## config.mk

```make
export PLATFORM = sky130hd
export DESIGN_NAME = veda_seq_ctrl
export DESIGN_NICKNAME = d
export VERILOG_FILES = /design/src/rtl/veda_pkg.sv /design/src/rtl/veda_decode.sv /design/src/rtl/veda_seq_ctrl.sv
export SDC_FILE = /design/constraint.sdc
export NUM_CORES = 1
export LEC_CHECK = 0
export CORE_AREA = 3 3 117 119
export DETAILED_ROUTE_END_ITERATION = 8
export DIE_AREA = 0 0 120 122
export PLACE_DENSITY = 0.78
export SETUP_SLACK_MARGIN = 0.02
export SLEW_MARGIN = 20
export SYNTH_ARGS = -nofsm -noshare
export SYNTH_HDL_FRONTEND = slang
export SYNTH_SLANG_ARGS = --single-unit
```

## constraint.sdc

```tcl
create_clock -name clk -period 2.7 [get_ports clk]
set_input_delay 0.405 -clock clk [delete_from_list [all_inputs] [get_ports clk]]
set_output_delay 0.405 -clock clk [all_outputs]
set_load 0.01 [all_outputs]
```

## src/rtl/veda_pkg.sv

```systemverilog
// rtl/veda_pkg.sv - opcodes, state encoding and writeback select codes for the VEDA sequencer
package veda_pkg;

   localparam logic [5:0] OP_ADD  = 6'd0;
   localparam logic [5:0] OP_SUB  = 6'd1;
   localparam logic [5:0] OP_AND  = 6'd2;
   localparam logic [5:0] OP_OR   = 6'd3;
   localparam logic [5:0] OP_ADDI = 6'd4;
   localparam logic [5:0] OP_ANDI = 6'd5;
   localparam logic [5:0] OP_XOR  = 6'd6;
   localparam logic [5:0] OP_NOR  = 6'd7;
   localparam logic [5:0] OP_ORI  = 6'd8;
   localparam logic [5:0] OP_XORI = 6'd9;
   localparam logic [5:0] OP_SLL  = 6'd10;
   localparam logic [5:0] OP_SRL  = 6'd11;
   localparam logic [5:0] OP_LW   = 6'd12;
   localparam logic [5:0] OP_SW   = 6'd13;
   localparam logic [5:0] OP_BEQ  = 6'd14;
   localparam logic [5:0] OP_BGEZ = 6'd19;
   localparam logic [5:0] OP_J    = 6'd20;
   localparam logic [5:0] OP_JR   = 6'd21;
   localparam logic [5:0] OP_JAL  = 6'd22;
   localparam logic [5:0] OP_LUI  = 6'd23;
   localparam logic [5:0] OP_SLT  = 6'd24;
   localparam logic [5:0] OP_ILL_LO = 6'd25;
   localparam logic [5:0] OP_ILL_HI = 6'd30;
   localparam logic [5:0] OP_HALT = 6'd31;

   localparam logic [2:0] S_IDLE   = 3'd0;
   localparam logic [2:0] S_FETCH  = 3'd1;
   localparam logic [2:0] S_DECODE = 3'd2;
   localparam logic [2:0] S_EXEC   = 3'd3;
   localparam logic [2:0] S_MEM    = 3'd4;
   localparam logic [2:0] S_WB     = 3'd5;
   localparam logic [2:0] S_HALT   = 3'd6;

   localparam logic [1:0] WSEL_RD  = 2'd0;
   localparam logic [1:0] WSEL_RT  = 2'd1;
   localparam logic [1:0] WSEL_R31 = 2'd2;

   localparam logic [1:0] WB_ALU  = 2'd0;
   localparam logic [1:0] WB_DMEM = 2'd1;
   localparam logic [1:0] WB_LINK = 2'd2;
   localparam logic [1:0] WB_IMM  = 2'd3;

endpackage

```

## src/rtl/veda_decode.sv

```systemverilog
// rtl/veda_decode.sv - opcode class decoder; anything not otherwise classified is treated as ALU
module veda_decode
   import veda_pkg::*;
(
   input  logic [5:0] op_i,
   output logic       is_alu_o,
   output logic       is_imm_o,
   output logic       is_lw_o,
   output logic       is_sw_o,
   output logic       is_br_o,
   output logic       is_jmp_o,
   output logic       is_halt_o,
   output logic       is_illegal_o
);

   assign is_lw_o      = (op_i == OP_LW);
   assign is_sw_o      = (op_i == OP_SW);
   assign is_br_o      = (op_i >= OP_BEQ) && (op_i <= OP_BGEZ);
   assign is_jmp_o     = (op_i >= OP_J) && (op_i <= OP_JAL);
   assign is_halt_o    = (op_i == OP_HALT);
   assign is_illegal_o = (op_i >= OP_ILL_LO) && (op_i <= OP_ILL_HI);
   // Immediate forms write rt instead of rd.
   assign is_imm_o     = (op_i == OP_ADDI) || (op_i == OP_ANDI) || (op_i == OP_ORI) ||
                         (op_i == OP_XORI) || (op_i == OP_LUI);
   assign is_alu_o     = !(is_lw_o || is_sw_o || is_br_o || is_jmp_o || is_halt_o || is_illegal_o);

endmodule

```

## src/rtl/veda_seq_ctrl.sv

```systemverilog
// rtl/veda_seq_ctrl.sv - multi-cycle fetch/decode/execute sequencer owning pc, ir and retire count
module veda_seq_ctrl
   import veda_pkg::*;
#(
   parameter int ADDR_W  = 9,
   parameter int DATA_W  = 32,
   parameter int MEM_LAT = 1
) (
   input  logic              clk,
   input  logic              reset,
   input  logic              start,
   input  logic [DATA_W-1:0] imem_rdata,
   input  logic              branch_cond,
   input  logic [DATA_W-1:0] rs_val,
   output logic              imem_en,
   output logic [ADDR_W-1:0] imem_addr,
   output logic              dmem_re,
   output logic              dmem_we,
   output logic              rf_we,
   output logic [1:0]        rf_wsel,
   output logic [1:0]        wb_src,
   output logic [5:0]        alu_op,
   output logic [DATA_W-1:0] ir,
   output logic [ADDR_W-1:0] pc,
   output logic              busy,
   output logic              halted,
   output logic              illegal,
   output logic [31:0]       retired
);

   localparam int LAT_W = $clog2(MEM_LAT + 1);
   localparam logic [LAT_W-1:0] LAT_LAST = LAT_W'(MEM_LAT - 1);

   logic [2:0]        state_q, state_d;
   logic [ADDR_W-1:0] pc_q, pc_d;
   logic [DATA_W-1:0] ir_q, ir_d;
   logic [LAT_W-1:0]  lat_q, lat_d;
   logic [31:0]       retired_q, retired_d;
   logic              illegal_q, illegal_d;

   logic [5:0]  dec_op;
   logic        is_alu, is_imm, is_lw, is_sw, is_br, is_jmp, is_halt, is_illegal;
   logic [ADDR_W-1:0] pc_inc, pc_br;
   logic        unused_rs_hi;

   // DECODE must classify the word arriving this cycle; later states use the latched ir.
   assign dec_op = (state_q == S_DECODE) ? imem_rdata[31:26] : ir_q[31:26];

   veda_decode u_decode (
      .op_i         (dec_op),
      .is_alu_o     (is_alu),
      .is_imm_o     (is_imm),
      .is_lw_o      (is_lw),
      .is_sw_o      (is_sw),
      .is_br_o      (is_br),
      .is_jmp_o     (is_jmp),
      .is_halt_o    (is_halt),
      .is_illegal_o (is_illegal)
   );

   assign pc_inc       = pc_q + ADDR_W'(1);
   assign pc_br        = pc_inc + ADDR_W'($signed(ir_q[15:0]));
   assign unused_rs_hi = ^rs_val[DATA_W-1:ADDR_W];

   always_comb begin
      state_d   = state_q;
      pc_d      = pc_q;
      ir_d      = ir_q;
      lat_d     = lat_q;
      retired_d = retired_q;
      illegal_d = illegal_q;
      case (state_q)
         S_IDLE: if (start) state_d = S_FETCH;
         S_FETCH: begin
            if (lat_q == LAT_LAST) begin
               state_d = S_DECODE;
               lat_d   = '0;
            end else begin
               lat_d = lat_q + LAT_W'(1);
            end
         end
         S_DECODE: begin
            ir_d = imem_rdata;
            if (is_halt) begin
               state_d = S_HALT;
            end else if (is_illegal) begin
               state_d   = S_HALT;
               illegal_d = 1'b1;
            end else begin
               state_d = S_EXEC;
            end
         end
         S_EXEC: begin
            if (is_alu) begin
               state_d = S_WB;
            end else if (is_lw || is_sw) begin
               state_d = S_MEM;
            end else if (is_br) begin
               pc_d      = branch_cond ? pc_br : pc_inc;
               state_d   = S_FETCH;
               retired_d = retired_q + 32'd1;
            end else if (is_jmp) begin
               pc_d      = (dec_op == OP_JR) ? rs_val[ADDR_W-1:0] : ir_q[ADDR_W-1:0];
               state_d   = S_FETCH;
               retired_d = retired_q + 32'd1;
            end
         end
         S_MEM: begin
            if (is_sw) begin
               pc_d      = pc_inc;
               state_d   = S_FETCH;
               retired_d = retired_q + 32'd1;
            end else if (lat_q == LAT_LAST) begin
               state_d = S_WB;
               lat_d   = '0;
            end else begin
               lat_d = lat_q + LAT_W'(1);
            end
         end
         S_WB: begin
            pc_d      = pc_inc;
            retired_d = retired_q + 32'd1;
            state_d   = S_FETCH;
         end
         S_HALT: state_d = S_HALT;
         default: state_d = S_IDLE;
      endcase
   end

   always_ff @(posedge clk) begin
      if (reset) begin
         state_q   <= S_IDLE;
         pc_q      <= '0;
         ir_q      <= '0;
         lat_q     <= '0;
         retired_q <= '0;
         illegal_q <= 1'b0;
      end else begin
         state_q   <= state_d;
         pc_q      <= pc_d;
         ir_q      <= ir_d;
         lat_q     <= lat_d;
         retired_q <= retired_d;
         illegal_q <= illegal_d;
      end
   end

   // Strobes are gated by reset so an abandoned instruction never writes.
   assign imem_en = !reset && (state_q == S_FETCH) && (lat_q == '0);
   assign dmem_re = !reset && (state_q == S_EXEC) && is_lw;
   assign dmem_we = !reset && (state_q == S_MEM) && is_sw;
   assign rf_we   = !reset && ((state_q == S_WB) || ((state_q == S_EXEC) && (dec_op == OP_JAL)));

   always_comb begin
      rf_wsel = WSEL_RD;
      wb_src  = WB_ALU;
      if (dec_op == OP_JAL) begin
         rf_wsel = WSEL_R31;
         wb_src  = WB_LINK;
      end else if (is_lw) begin
         rf_wsel = WSEL_RT;
         wb_src  = WB_DMEM;
      end else begin
         if (is_imm) rf_wsel = WSEL_RT;
         if (dec_op == OP_LUI) wb_src = WB_IMM;
      end
   end

   assign alu_op    = (state_q == S_EXEC) ? ir_q[31:26] : 6'd0;
   assign imem_addr = pc_q;
   assign pc        = pc_q;
   assign ir        = ir_q;
   assign busy      = (state_q != S_IDLE) && (state_q != S_HALT);
   assign halted    = (state_q == S_HALT);
   assign illegal   = illegal_q;
   assign retired   = retired_q;

endmodule

```

==> results.json, run 1 <==
{
  "outcome": "finished, final reports clean",
  "synth_cell_types": 71,
  "min_path_type": "flop to flop",
  "p_total_w": 0.003208,
  "drtIter0Drc": 254,
  "finalSetupViolCount": 0,
  "largest_area_cell": "dfxtp_1",
  "synthArstFlopShare_pct": 0,
  "post-route-util_pct": 52.67,
  "leakage_nw": 2.610,
  "htree_num_levels": 3,
  "cp_slowest_cell": "fa_1",
  "min_period_over_period_pct": 93.80,
  "antenna_found_initial": 0,
  "vias": 4479,
  "drc": 0,
  "ys.flops": 77,
  "die_y_um": 122,
  "required_ns": 2.92,
  "drt.antenna.violating_nets": 0,
  "dr.pass1.iters": 4,
  "netlist_area_um2": 4428,
  "worstPathMaxFanout": 4,
  "clk_latency_ns": 0.33,
  "skew_ns": 0.008120,
  "r2r_end": "imem_addr[6]",
  "reg2reg_slack_ns": 0.17,
  "die_w_um": 120,
  "ys_area_um2": 4428
}
-- run 1: placed cells by master, fill, tap and decap left out, types with 16 or more instances in the layout --
master	Yosys	routed
clkdlybuf4s50_1	0	134
nand2_1	83	83
dfxtp_1	77	74
a21oi_1	46	46
nor2_1	46	45
buf_4	11	45
xor2_1	33	32
nand3_1	19	18
nand4_1	16	16
-- run 1: critical path, delay by kind of cell (launching register included) --
kind            cells  cell delay [ns]
flops               1             0.38
compound gates      4             0.97
xor+xnor            1             0.17
fa+ha+maj           2             0.65
simple gates        1             0.06
buf+inv             2             0.18
-- run 1: flip-flops by register name, indices dropped and copies added, names as in the netlist --
name	flops
illegal	1
state_q	3
ir	32
imem_addr	9
retired	32
-- run 1: worst max-delay path by stage --
stage | start | end | cells past startpoint
floorplan | imem_addr[0] | imem_addr[6] | 10
global placement | imem_rdata[30] | rf_we | 8
detailed placement | imem_rdata[30] | rf_we | 8
CTS | state_q[1] | rf_wsel[0] | 8
global route | imem_addr[0] | imem_addr[8] | 12
finish | imem_addr[0] | imem_addr[6] | 10
-- run 1: power by group --
group | switching (W) | internal (W)
logic | 0.000334 | 0.000345
clock network | 0.000469 | 0.000829
registers | 0.0000444 | 0.00119
total | 0.000848 | 0.00236
-- run 1: routing by layer --
layer / share of wire, % / wire length [um] / global-route usage, %
met1: 45 / 6062 / 22.59
met2: 48 / 6448 / 29.47
met3: 4.7 / 634 / 3.482
met4: 1.7 / 231 / 5.870
met5: 0 / 0 / 0
-- run 1: cell usage after synthesis, types with 9 or more instances --
cell,count
nand2_1,83
dfxtp_1,77
a21oi_1,46
nor2_1,46
xor2_1,33
clkbuf_1,21
nand3_1,19
nand4_1,16
and2_1,13
and3_1,12
o21ai_0,12
buf_4,11
ha_1,10
xnor2_1,10
mux2i_1,9
-- run 1: cells by family (layout without fill, tap and decap cells) --
logic type / Yosys count / count (layout) / synth area share, %
AND-OR/OR-AND: 107 / 107 / 15.91
buffers and inverters: 50 / 215 / 5.708
multiplexers: 15 / 15 / 3.899
XOR/XNOR: 43 / 43 / 8.505
adder cells (fa/ha/maj): 11 / 11 / 3.278
flip-flops: 77 / 77 / 34.81
AND/OR/NAND/NOR: 241 / 241 / 27.89
-- run 1: per-stage QoR --
step                std cells  setup slack, ns  hold WS [ns]  cell area (um^2)  setup TNS [ns]
floorplan                 544          0.06429        0.4805              4428               0
global placement          862          -0.1377        0.4424              6197         -0.2812
detailed placement        862          -0.1869        0.4469              6197         -0.6624
CTS                       877         -0.09900        0.4550              6534        -0.09900
global route              881          0.01061        0.4658              6674               0
finish                    881           0.1675        0.4521              6674               0
-- run 1: cell type report --
type                       instances  area, um^2  share of cell area [%]
clock buffer                      11       242.7                   3.637
clock inverter                     4       72.57                   1.087
inverter                           8       30.03                  0.4499
multi-input combinational        417        2744                   41.11
sequential                        77        1550                   23.23
tap                              172       215.2                   3.225
timing repair buffer             192        1819                   27.26
-- run 1: repair_timing --
item / CTS / global route
resized: 11 / 32
hold buffers: 0 / 0
pin swaps: 0 / 4
setup endpoints to repair: 8 / 8
buffers inserted: 0 / 4
run_1/met3.png
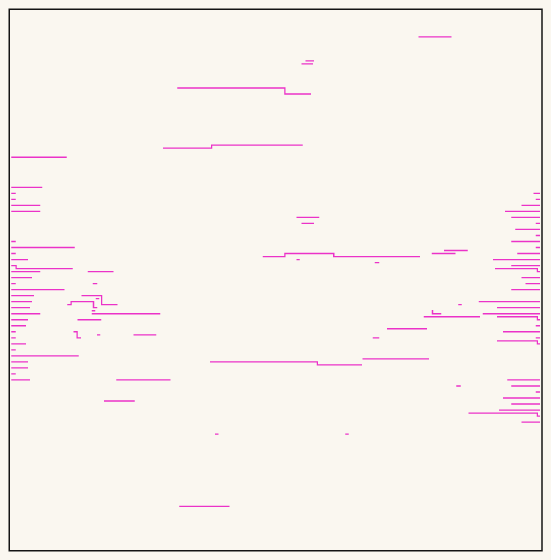
main direction = horizontal
wire length on this layer = 635 um
share of all routed wire = 4.8%
nets with wire on the layer = 87

run_1/metal_stack.png
The bar under the picture is 20 um long. Two of the layers only.
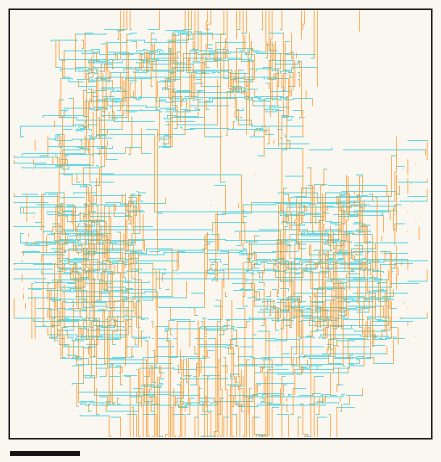
met1 -> cyan  # wire length 6060 um
met2 -> orange  # wire length 6450 um

run_1/pdn.png
The bar under the picture is 20 um long. Pins as bars on the die edge.
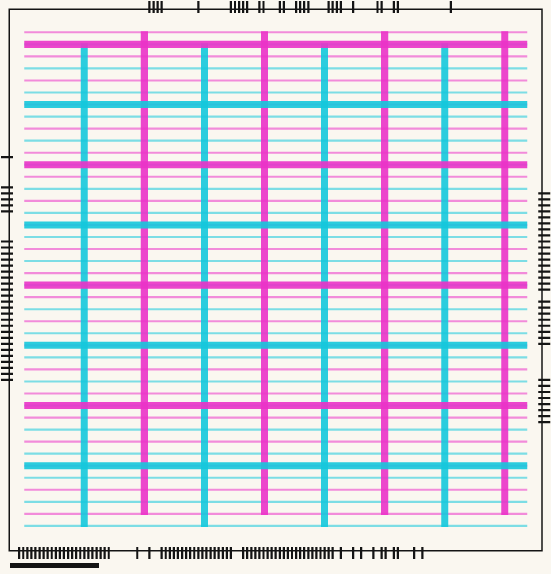
VSS -> cyan
VDD -> magenta
rows = 41
met5 straps = 8
met4 straps = 8
signal pins = 167
met1 rails = 42

run_1/met2.png
The bar under the picture is 20 um long.
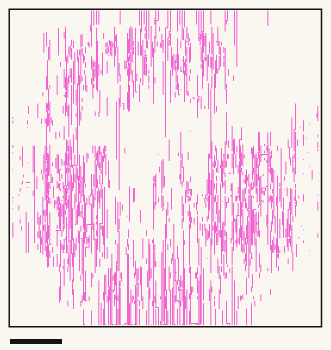
wire length on this layer = 6450 um
share of all routed wire = 48%
longest straight run = 42.2 um

--- run 2 (diff from run 1) ---
CORE_AREA = 3 3 107 130   (was 3 3 117 119)
DIE_AREA = 0 0 110 133   (was 0 0 120 122)
PLACE_DENSITY = 0.67   (was 0.78)
run_2/met2.png
The bar under the picture is 20 um long.
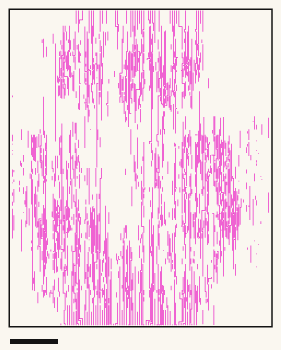
wire length on this layer = 7400 um
nets with wire on the layer = 686
main direction = vertical
share of all routed wire = 54%
longest straight run = 51.0 um

==> results.json, run 2 <==
{
  "die_w_um": 110,
  "finalSetupViolCount": 0,
  "drc": 0,
  "worstPathMaxFanout": 12,
  "dp.cells": 857,
  "synth_cell_types": 71,
  "largest_area_cell": "dfxtp_1",
  "instances_no_fill": 876,
  "r2r_end": "imem_addr[8]",
  "synth_top_cell_by_count": "nand2_1",
  "design_area_um2": 6666,
  "min_period_over_period_pct": 96.95,
  "die_y_um": 133,
  "cp_slowest_cell": "or3b_4",
  "ys_area_um2": 4428,
  "htree_num_levels": 3,
  "reg2reg_slack_ns": 0.11,
  "clkPwrFrac_pct": 40.4,
  "outcome": "finished, final reports clean",
  "synthArstFlopShare_pct": 0,
  "required_ns": 2.30,
  "place_area_um2": 6210,
  "skew_ns": 0.007297,
  "drtIter0Drc": 155
}
==> run 2: netlist changes by cell type in the layout (fill, tap and decap cells not counted), moves of 2 or more <==
cell and delta:
buf_4 +2, and3_1 -2, dfxtp_2 +2, dlymetal6s2s_1 -2, and3_4 +2, dlygate4sd2_1 +2, nor4_1 +2, nor4_2 -2
==> run 2: layout make-up <==
cell class | count | area (um^2) | area share [%]
multi-input cells | 417 | 2728 | 40.92
repair buffers | 194 | 1837 | 27.55
flip-flops and latches | 77 | 1549 | 23.24
clock buffers | 11 | 242.7 | 3.641
well taps | 164 | 205.2 | 3.078
clock inverters | 4 | 72.57 | 1.089
inverters | 8 | 30.03 | 0.4505
diodes | 1 | 2.502 | 0.03754
==> run 2: cell families after synthesis <==
logic type      count (synthesis)  synth area share [%]
compound gates                107                 15.91
simple gates                  241                 27.89
mux                            15                 3.899
fa+ha+maj                      11                 3.278
flops                          77                 34.81
buf+inv                        50                 5.708
xor+xnor                       43                 8.505
==> run 2: critical path: cells and delay by family (launching register included) <==
kind | cells | cell delay, ns
and+or+nand+nor | 1 | 0.44
AOI/OAI and AO/OA | 2 | 0.33
buffers and inverters | 3 | 0.61
muxes | 1 | 0.19
DFF | 1 | 0.31
==> run 2: what timing repair did <==
action | in CTS | in global routing
buffers inserted | 1 | 2
setup endpoints to repair | 8 | 6
gates cloned | 0 | 0
hold endpoints to repair | 0 | 0
pin swaps | 1 | 6
gates resized | 12 | 26
hold buffers | 0 | 0
==> run 2: how the worst max path moves through the flow <==
stage	start	endpoint	slack, ns	depth (start not counted)
6_report	state_q[0]	rf_wsel[0]	0.08	7
5_1_grt	imem_addr[0]	imem_addr[8]	0.01	12
4_1_cts	imem_addr[1]	imem_addr[6]	0.003	10
3_5_place_dp	imem_rdata[30]	rf_we	-0.21	8
3_3_place_gp	imem_rdata[30]	rf_we	-0.20	8
2_1_floorplan	imem_addr[0]	imem_addr[6]	0.06	10
==> run 2: power groups by stage <==
stage,Combinational (W),Sequential (W),Clock [W]
global route,0.000733,0.00124,0.00137
detailed placement,0.000653,0.00126,0
CTS,0.000661,0.00123,0.00132
floorplan,0.000330,0.00127,0
finish,0.000674,0.00123,0.00129
global placement,0.000644,0.00126,0
==> run 2: metrics by stage <==
stage	util [%]	hold WS, ns	total power (W)	TNS, ns	setup WS (ns)
after global placement	49.02	0.4414	0.001899	-0.6211	-0.2038
after floorplan	-	0.4805	0.001598	0	0.06429
after detailed placement	49.02	0.4457	0.001910	-0.6755	-0.2120
after global routing	52.62	0.4653	0.003344	0	0.01238
final	52.62	0.4546	0.003199	0	0.08248
after CTS	51.76	0.4532	0.003214	0	0.003058
==> run 2: layer usage <==
metal,routed length (um),share of wire (%),global-route usage (%),vias to the layer above
met5,0,0,0,-
met4,231,1.7,6.514,0
met3,470,3.4,2.879,15
met2,7404,54,32.89,91
met1,5696,41,22.80,2179
li1,-,-,-,2244
--- run 3 (diff from run 2) ---
ABC_AREA = 1   (was not set)
CORE_AREA = 3 3 113 137   (was 3 3 107 130)
DIE_AREA = 0 0 116 140   (was 0 0 110 133)
PLACE_DENSITY = 0.65   (was 0.67)
run_3/final_clocks.png
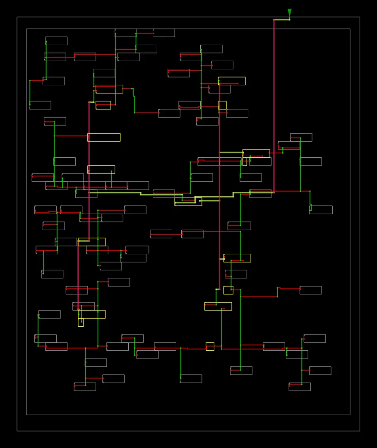
Seq cells: 77
Clock Skews: 0.007406 ns
Inserted Clock Buffers: 9
CLK BUF: 11

==> results.json, run 3 <==
{
  "preCtsSetupSlack_ns": -0.06887,
  "slew_viol_final": 0,
  "ys_area_um2": 4938,
  "syn-num-nets": 866,
  "synthArstFlopShare_pct": 0,
  "final-seq-area_um2": 1549,
  "synth_warnings": 0,
  "netlist_area_um2": 4938,
  "core_area_um2": 14290,
  "finalSetupViolCount": 0,
  "die_w_um": 116,
  "drc": 0,
  "p_sw_w": 0.002078,
  "die_y_um": 140,
  "required_ns": 2.93,
  "fin_ws_ns": 0.2144,
  "clkPwrFrac_pct": 23.9,
  "htree_num_levels": 3,
  "logic_area_um2": 2975,
  "grt_pass1_wl_um": 25390,
  "synth_top_cell_by_count": "nand2_1",
  "outcome": "finished, final reports clean",
  "largest_area_cell": "dfxtp_1",
  "n_antenna_cell": 0,
  "drtIter0Drc": 365,
  "finalHoldWorstSlack_ns": 0.4225,
  "gp_congestion": 0.9378,
  "min_period_over_period_pct": 92.06,
  "drt.antenna.violating_nets": 0,
  "worstPathMaxFanout": 7,
  "leakage_nw": 2.927,
  "synth_cell_types": 40
}
run 3: cell count changes in the layout (fill, tap and decap cells not counted), sizes merged, moves of 16 or more:
cell	previous run	this run
inv	7	85
nand3	19	50
nor2	46	80
a21oi	46	70
nand2	84	263
nor3	9	25
run 3: metal layers:
layer | vias up | global-route usage, % | wire [um]
li1 | 2835 | - | -
met1 | 2511 | 23.40 | 6819
met2 | 141 | 33.25 | 7622
met3 | 35 | 3.414 | 746
met4 | 0 | 9.102 | 549
met5 | - | 0 | 0
run 3: cells by family after synthesis:
kind of cell    Yosys count  synth area share, %
flops                    77                31.21
buf+inv                 120                10.67
compound gates          101                10.92
fa+ha+maj                11                2.939
simple gates            444                38.23
xor+xnor                 34                6.030
run 3: worst paths after layout:
path                              startpoint  slack [ns]  depth (start not counted)      endpoint
worst max-delay path            imem_addr[0]        0.21                         15  imem_addr[3]
worst min-delay path                   reset        0.42                          2        ir[29]
worst min register to register       illegal        0.46                          2       illegal
worst max register to register  imem_addr[0]        0.21                         15  imem_addr[3]
run 3: what timing repair did:
item,4_1_cts,5_1_grt
buffers inserted,2,0
pin swaps,2,2
cloned,1,0
hold buffers,0,0
setup endpoints to repair,7,7
resized,16,15
run 3: power by group through the flow:
stage               Combinational, W  Clock (W)  Sequential (W)
finish                       0.00252    0.00125         0.00146
detailed placement           0.00243          0         0.00146
CTS                          0.00249    0.00129         0.00146
floorplan                    0.00137          0         0.00152
global route                 0.00281    0.00134         0.00149
global placement             0.00243          0         0.00146
run 3: critical path, cell delays in order (launching register included):
cell     delay (ns)
dfxtp_2        0.33
ha_1           0.21
nand2_1        0.10
buf_4          0.11
inv_1          0.04
nor2_2         0.12
ha_2           0.33
a21oi_1        0.18
nand2_1        0.12
nor2_1         0.10
o22ai_1        0.08
or2_2          0.30
nand3_1        0.07
o21ai_0        0.13
nor2_1         0.12
nor2_1         0.05
run 3: area by class of cell:
cell class	count	area share [%]
multi-input cells	591	41.66
repair buffers	186	24.86
flip-flops and latches	77	21.69
inverters	85	4.502
clock buffers	11	3.399
well taps	175	3.066
clock inverters	5	0.8234
run 3: metrics by stage:
step                      power (W)  utilization [%]  area [um^2]  std cells
final                      0.005238            49.96         7142       1130
after global placement     0.003892            46.94         6709       1111
after detailed placement   0.003895            46.94         6709       1111
after global routing       0.005637            49.96         7142       1130
after floorplan            0.002892                -         4938        787
after CTS                  0.005235            49.46         7069       1130
Power is estimated from default activity; no workload was simulated.
